File: config.mk
export PLATFORM = sky130hd
export DESIGN_NAME = hps_frame_sequencer_flat
export DESIGN_NICKNAME = d
export VERILOG_FILES = /design/src/rtl/hps_frame_sequencer_pkg.sv /design/src/rtl/hps_frame_sequencer_if.sv /design/src/rtl/hps_frame_sequencer_rd_tag_pipe.sv /design/src/rtl/hps_frame_sequencer.sv /design/src/flat_wrapper.sv
export SDC_FILE = /design/constraint.sdc
export NUM_CORES = 1
export LEC_CHECK = 0
export CAP_MARGIN = 0
export CORE_MARGIN = 2
export CORE_UTILIZATION = 49
export DETAILED_ROUTE_END_ITERATION = 6
export PLACE_DENSITY = 0.82
export SYNTH_ARGS = -nofsm -noshare
export SYNTH_HDL_FRONTEND = slang
export SYNTH_SLANG_ARGS = --single-unit
export TNS_END_PERCENT = 100
File: constraint.sdc
create_clock -name clock -period 1.78 [get_ports clock]
set_input_delay 0.534 -clock clock [delete_from_list [all_inputs] [get_ports clock]]
set_output_delay 0.534 -clock clock [all_outputs]
set_load 0.01 [all_outputs]
File: src/rtl/hps_frame_sequencer_pkg.sv
// rtl/hps_frame_sequencer_pkg.sv - shared types/constants for the HPS frame sequencer; HPS_FOURTH_HARMONIC_EN selects four harmonics
package hps_pkg;

`ifdef HPS_FOURTH_HARMONIC_EN
    localparam int HARMONICS = 4;
`else
    localparam int HARMONICS = 3;
`endif

    // rd_harm width: wide enough for h = 0..3
    localparam int HARM_W = 2;

    typedef enum logic [1:0] {
        IDLE  = 2'd0,
        WRITE = 2'd1,
        READ  = 2'd2,
        DRAIN = 2'd3
    } hps_state_e;

    // Largest fundamental whose highest harmonic still addresses a stored bin
    function automatic int k_last(input int k_width);
        return ((1 << k_width) - 1) / HARMONICS;
    endfunction

endpackage

File: src/rtl/hps_frame_sequencer_if.sv
// rtl/hps_frame_sequencer_if.sv - FFT input, magnitude RAM control and tagged read-data signals of the HPS sequencer
interface hps_frame_sequencer_if
    import hps_pkg::*;
#(
    parameter int K_WIDTH = 11
);
    logic                fft_valid;
    logic                fft_last;
    logic [K_WIDTH:0]    fft_k;
    logic [K_WIDTH-1:0]  ram_addr;
    logic                ram_we;
    logic                ram_re;
    logic                rd_valid;
    logic [HARM_W-1:0]   rd_harm;
    logic [K_WIDTH-1:0]  rd_k;
    logic                rd_last;
    logic                frame_done;
    logic                busy;
    logic                overrun;

    // Sequencer side
    modport master (
        input  fft_valid, fft_last, fft_k,
        output ram_addr, ram_we, ram_re,
        output rd_valid, rd_harm, rd_k, rd_last,
        output frame_done, busy, overrun
    );

    // FFT source / RAM / product-max side
    modport slave (
        output fft_valid, fft_last, fft_k,
        input  ram_addr, ram_we, ram_re,
        input  rd_valid, rd_harm, rd_k, rd_last,
        input  frame_done, busy, overrun
    );
endinterface

File: src/rtl/hps_frame_sequencer_rd_tag_pipe.sv
// rtl/hps_frame_sequencer_rd_tag_pipe.sv - fixed-depth register pipe aligning read tags with RAM read data
module hps_rd_tag_pipe #(
    parameter int WIDTH = 14,
    parameter int DEPTH = 1
) (
    input  logic             clock,
    input  logic             reset_n,
    input  logic [WIDTH-1:0] tag_in,
    output logic [WIDTH-1:0] tag_out
);
    logic [WIDTH-1:0] stage_q [DEPTH];

    // Shift tags one stage per cycle; reset flushes every in-flight tag
    always_ff @(posedge clock or negedge reset_n) begin
        if (!reset_n) begin
            for (int i = 0; i < DEPTH; i++) begin
                stage_q[i] <= '0;
            end
        end else begin
            stage_q[0] <= tag_in;
            for (int i = 1; i < DEPTH; i++) begin
                stage_q[i] <= stage_q[i-1];
            end
        end
    end

    assign tag_out = stage_q[DEPTH-1];
endmodule

File: src/rtl/hps_frame_sequencer.sv
// rtl/hps_frame_sequencer.sv - HPS magnitude RAM scheduler: frame write, then harmonic read triples/quads; HPS_FOURTH_HARMONIC_EN adds 4k reads
module hps_frame_sequencer
    import hps_pkg::*;
#(
    parameter int K_WIDTH    = 11,
    parameter int K_MIN      = 1,
    parameter int RD_LATENCY = 1
) (
    input  logic                   clock,
    input  logic                   reset_n,
    hps_frame_sequencer_if.master  bus
);
    localparam logic [1:0] ST_IDLE  = IDLE;
    localparam logic [1:0] ST_WRITE = WRITE;
    localparam logic [1:0] ST_READ  = READ;
    localparam logic [1:0] ST_DRAIN = DRAIN;

    localparam logic [K_WIDTH-1:0] K_FIRST = K_WIDTH'(K_MIN);
    localparam logic [K_WIDTH-1:0] K_LAST  = K_WIDTH'(k_last(K_WIDTH));
    localparam logic [HARM_W-1:0]  H_LAST  = HARM_W'(HARMONICS - 1);
    localparam int                 DR_W    = (RD_LATENCY > 1) ? $clog2(RD_LATENCY) : 1;
    localparam logic [DR_W-1:0]    DR_END  = DR_W'(RD_LATENCY - 1);
    localparam int                 TAG_W   = 1 + HARM_W + K_WIDTH + 1;

    logic [1:0]          state_q, state_d;
    logic [K_WIDTH-1:0]  k_q, k_d;
    logic [HARM_W-1:0]   h_q, h_d;
    logic [K_WIDTH-1:0]  acc1_q, acc1_d;
    logic [K_WIDTH-1:0]  acc2_q, acc2_d;
    logic [K_WIDTH-1:0]  acc3_q, acc3_d;
`ifdef HPS_FOURTH_HARMONIC_EN
    logic [K_WIDTH-1:0]  acc4_q, acc4_d;
`endif
    logic [DR_W-1:0]     dcnt_q, dcnt_d;

    logic                rd_phase;
    logic                busy_w;
    logic                last_rd;
    logic [K_WIDTH-1:0]  rd_addr;
    logic [TAG_W-1:0]    tag_in;
    logic [TAG_W-1:0]    tag_out;

    assign rd_phase = (state_q == ST_READ);
    assign busy_w   = (state_q == ST_READ) || (state_q == ST_DRAIN);
    assign last_rd  = rd_phase && (h_q == H_LAST) && (k_q == K_LAST);

    // Next-state: frame write, harmonic walk via per-harmonic accumulators, drain of the read pipe
    always_comb begin
        state_d = state_q;
        k_d     = k_q;
        h_d     = h_q;
        acc1_d  = acc1_q;
        acc2_d  = acc2_q;
        acc3_d  = acc3_q;
`ifdef HPS_FOURTH_HARMONIC_EN
        acc4_d  = acc4_q;
`endif
        dcnt_d  = dcnt_q;
        case (state_q)
            ST_IDLE, ST_WRITE: begin
                if (bus.fft_valid) begin
                    if (bus.fft_last) begin
                        state_d = ST_READ;
                        k_d     = K_FIRST;
                        h_d     = '0;
                        acc1_d  = K_FIRST;
                        acc2_d  = K_WIDTH'(2 * K_MIN);
                        acc3_d  = K_WIDTH'(3 * K_MIN);
`ifdef HPS_FOURTH_HARMONIC_EN
                        acc4_d  = K_WIDTH'(4 * K_MIN);
`endif
                    end else begin
                        state_d = ST_WRITE;
                    end
                end
            end
            ST_READ: begin
                if (h_q == H_LAST) begin
                    h_d    = '0;
                    k_d    = k_q + K_WIDTH'(1);
                    acc1_d = acc1_q + K_WIDTH'(1);
                    acc2_d = acc2_q + K_WIDTH'(2);
                    acc3_d = acc3_q + K_WIDTH'(3);
`ifdef HPS_FOURTH_HARMONIC_EN
                    acc4_d = acc4_q + K_WIDTH'(4);
`endif
                    if (k_q == K_LAST) begin
                        state_d = ST_DRAIN;
                        dcnt_d  = '0;
                    end
                end else begin
                    h_d = h_q + HARM_W'(1);
                end
            end
            ST_DRAIN: begin
                if (dcnt_q == DR_END) begin
                    state_d = ST_IDLE;
                end else begin
                    dcnt_d = dcnt_q + DR_W'(1);
                end
            end
            default: state_d = ST_IDLE;
        endcase
    end

    // State and counter registers
    always_ff @(posedge clock or negedge reset_n) begin
        if (!reset_n) begin
            state_q <= ST_IDLE;
            k_q     <= '0;
            h_q     <= '0;
            acc1_q  <= '0;
            acc2_q  <= '0;
            acc3_q  <= '0;
`ifdef HPS_FOURTH_HARMONIC_EN
            acc4_q  <= '0;
`endif
            dcnt_q  <= '0;
        end else begin
            state_q <= state_d;
            k_q     <= k_d;
            h_q     <= h_d;
            acc1_q  <= acc1_d;
            acc2_q  <= acc2_d;
            acc3_q  <= acc3_d;
`ifdef HPS_FOURTH_HARMONIC_EN
            acc4_q  <= acc4_d;
`endif
            dcnt_q  <= dcnt_d;
        end
    end

    // Pick the accumulator of the harmonic being read this cycle
    always_comb begin
        rd_addr = '0;
        case (h_q)
            2'd0:    rd_addr = acc1_q;
            2'd1:    rd_addr = acc2_q;
            2'd2:    rd_addr = acc3_q;
`ifdef HPS_FOURTH_HARMONIC_EN
            2'd3:    rd_addr = acc4_q;
`endif
            default: rd_addr = '0;
        endcase
    end

    // RAM port: reads own the port in READ, otherwise FFT samples pass straight through
    always_comb begin
        bus.ram_re   = rd_phase;
        bus.ram_we   = !busy_w && bus.fft_valid && !bus.fft_k[K_WIDTH];
        bus.ram_addr = '0;
        if (rd_phase) begin
            bus.ram_addr = rd_addr;
        end else if (!busy_w && bus.fft_valid) begin
            bus.ram_addr = bus.fft_k[K_WIDTH-1:0];
        end
    end

    assign bus.busy    = busy_w;
    assign bus.overrun = busy_w && bus.fft_valid;

    assign tag_in = {rd_phase, h_q, k_q, last_rd};

    hps_rd_tag_pipe #(
        .WIDTH (TAG_W),
        .DEPTH (RD_LATENCY)
    ) u_rd_tag_pipe (
        .clock   (clock),
        .reset_n (reset_n),
        .tag_in  (tag_in),
        .tag_out (tag_out)
    );

    assign {bus.rd_valid, bus.rd_harm, bus.rd_k, bus.rd_last} = tag_out;
    assign bus.frame_done = bus.rd_last;
endmodule

File: src/flat_wrapper.sv
// flat-port wrapper written by rule: the top's interface ports become plain ports
module hps_frame_sequencer_flat import hps_pkg::*;
#(
    parameter int K_WIDTH    = 11,
    parameter int K_MIN      = 1,
    parameter int RD_LATENCY = 1
)
  (clock, reset_n, bus_fft_valid, bus_fft_last, bus_fft_k, bus_ram_addr, bus_ram_we, bus_ram_re, bus_rd_valid, bus_rd_harm, bus_rd_k, bus_rd_last, bus_frame_done, bus_busy, bus_overrun);
  hps_frame_sequencer_if #(.K_WIDTH(K_WIDTH)) bus_i ();
  input  logic clock;
  input  logic reset_n;
  input wire logic [$bits(bus_i.fft_valid)-1:0] bus_fft_valid;
  input wire logic [$bits(bus_i.fft_last)-1:0] bus_fft_last;
  input wire logic [$bits(bus_i.fft_k)-1:0] bus_fft_k;
  output wire logic [$bits(bus_i.ram_addr)-1:0] bus_ram_addr;
  output wire logic [$bits(bus_i.ram_we)-1:0] bus_ram_we;
  output wire logic [$bits(bus_i.ram_re)-1:0] bus_ram_re;
  output wire logic [$bits(bus_i.rd_valid)-1:0] bus_rd_valid;
  output wire logic [$bits(bus_i.rd_harm)-1:0] bus_rd_harm;
  output wire logic [$bits(bus_i.rd_k)-1:0] bus_rd_k;
  output wire logic [$bits(bus_i.rd_last)-1:0] bus_rd_last;
  output wire logic [$bits(bus_i.frame_done)-1:0] bus_frame_done;
  output wire logic [$bits(bus_i.busy)-1:0] bus_busy;
  output wire logic [$bits(bus_i.overrun)-1:0] bus_overrun;
  assign bus_i.fft_valid = bus_fft_valid;
  assign bus_i.fft_last = bus_fft_last;
  assign bus_i.fft_k = bus_fft_k;
  assign bus_ram_addr = bus_i.ram_addr;
  assign bus_ram_we = bus_i.ram_we;
  assign bus_ram_re = bus_i.ram_re;
  assign bus_rd_valid = bus_i.rd_valid;
  assign bus_rd_harm = bus_i.rd_harm;
  assign bus_rd_k = bus_i.rd_k;
  assign bus_rd_last = bus_i.rd_last;
  assign bus_frame_done = bus_i.frame_done;
  assign bus_busy = bus_i.busy;
  assign bus_overrun = bus_i.overrun;
  hps_frame_sequencer #(.K_WIDTH(K_WIDTH), .K_MIN(K_MIN), .RD_LATENCY(RD_LATENCY)) u_core (.clock(clock), .reset_n(reset_n), .bus(bus_i));
endmodule
Fig. 1: met3 routing
(3 px per um)
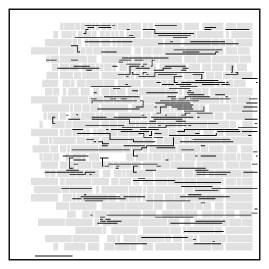
The layer holds 11% of the routed length. The layer carries 1390 um of wire. 139 nets have wire on it.
final wirelength: 13.2 mm
via count: 3432
GR Layer Usage met3: 0.0557

Fig. 2: clock network drawn from the DEF
(4 px per um)
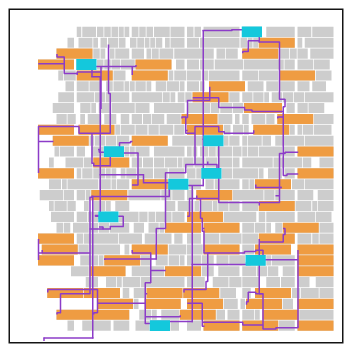
flip-flops: shown in orange, count 62. clock wires: shown in purple, length 962 um. cells driving clock nets: shown in cyan, count 9.
Position of the flops: widely spread. There are 10 routed clock nets.

Fig. 3: wiring by layer
(3 px per um)
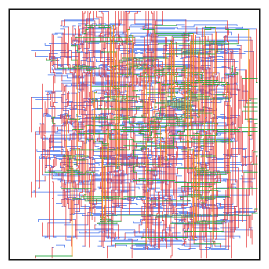
met2: shown in red, wire length 6320 um. met4: shown in orange, wire length 982 um. met3: shown in green, wire length 1390 um. met1: shown in blue, wire length 4550 um.
GRT Resource Usage Total: 0.299
DR WL/cell: 25.6 um

Fig. 4: sequential cells grouped by signal name
(3 px per um)
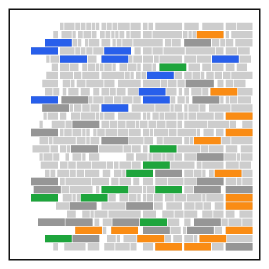
u_core.u_rd_tag_pipe.tag_out: shown in orange, sequential cells 15. u_core.acc3_q: shown in blue, sequential cells 11. u_core.acc2_q: shown in green, sequential cells 10.
Another 26 sequential cells are not colored.

==> flow_summary.yaml <==
# yosys + openroad results
clocking:
  cts_tree: "yes"
  clk_pin_slew_worst_paths_ps: 80
yosys:
  common_cells: "dfrtp_1, nor2_1, nand2_1, a21oi_1, o21ai_0"
  ys_chip_area_mm2: 0.00306
  async_flop_share: 1.00
  synthAoiAreaFrac: 0.0810
  synthMostInstantiatedCell: "dfrtp_1"
  yosysWarnings: 0
  floorplan.nets: 337
  flop_cell: "dfrtp_1"
  top_cell_area_share: 0.507
  mux_area_frac: 0.0458
die:
  die_h_um: 83.0
  coreArea_mm2: 0.00599
setup_path:
  cp_num_cells: 6
  crit_type: "register to output pin"
  r2r_start: "u_core.state_q[0]"
  crit_arrival_ps: 1810
global_routing:
  grt.met1_usage: 0.365
  grt_pass1_wl_mm: 16.1
route:
  drc: 0
  wl_met3_mm: 1.39
  wl_met1_mm: 4.55
finish:
  largest_reg_flops: 15
  sh_comb_area: 0.368
  fillCellCount: 207
  final_area_mm2: 0.00507
flow_run:
  warning_count: 30
outcome:
  violations: "negative setup slack"
  outcome: "finished, violations left"
timing:
  fin_setup_tns_ps: -12740
  rsz0062_at_grt: "true"
  layout_setup_ws_ps: -563
  slew_headroom: 0.589
  setup_viol: 65
power_and_ir_drop:
  net-switching-power_uw: 2420
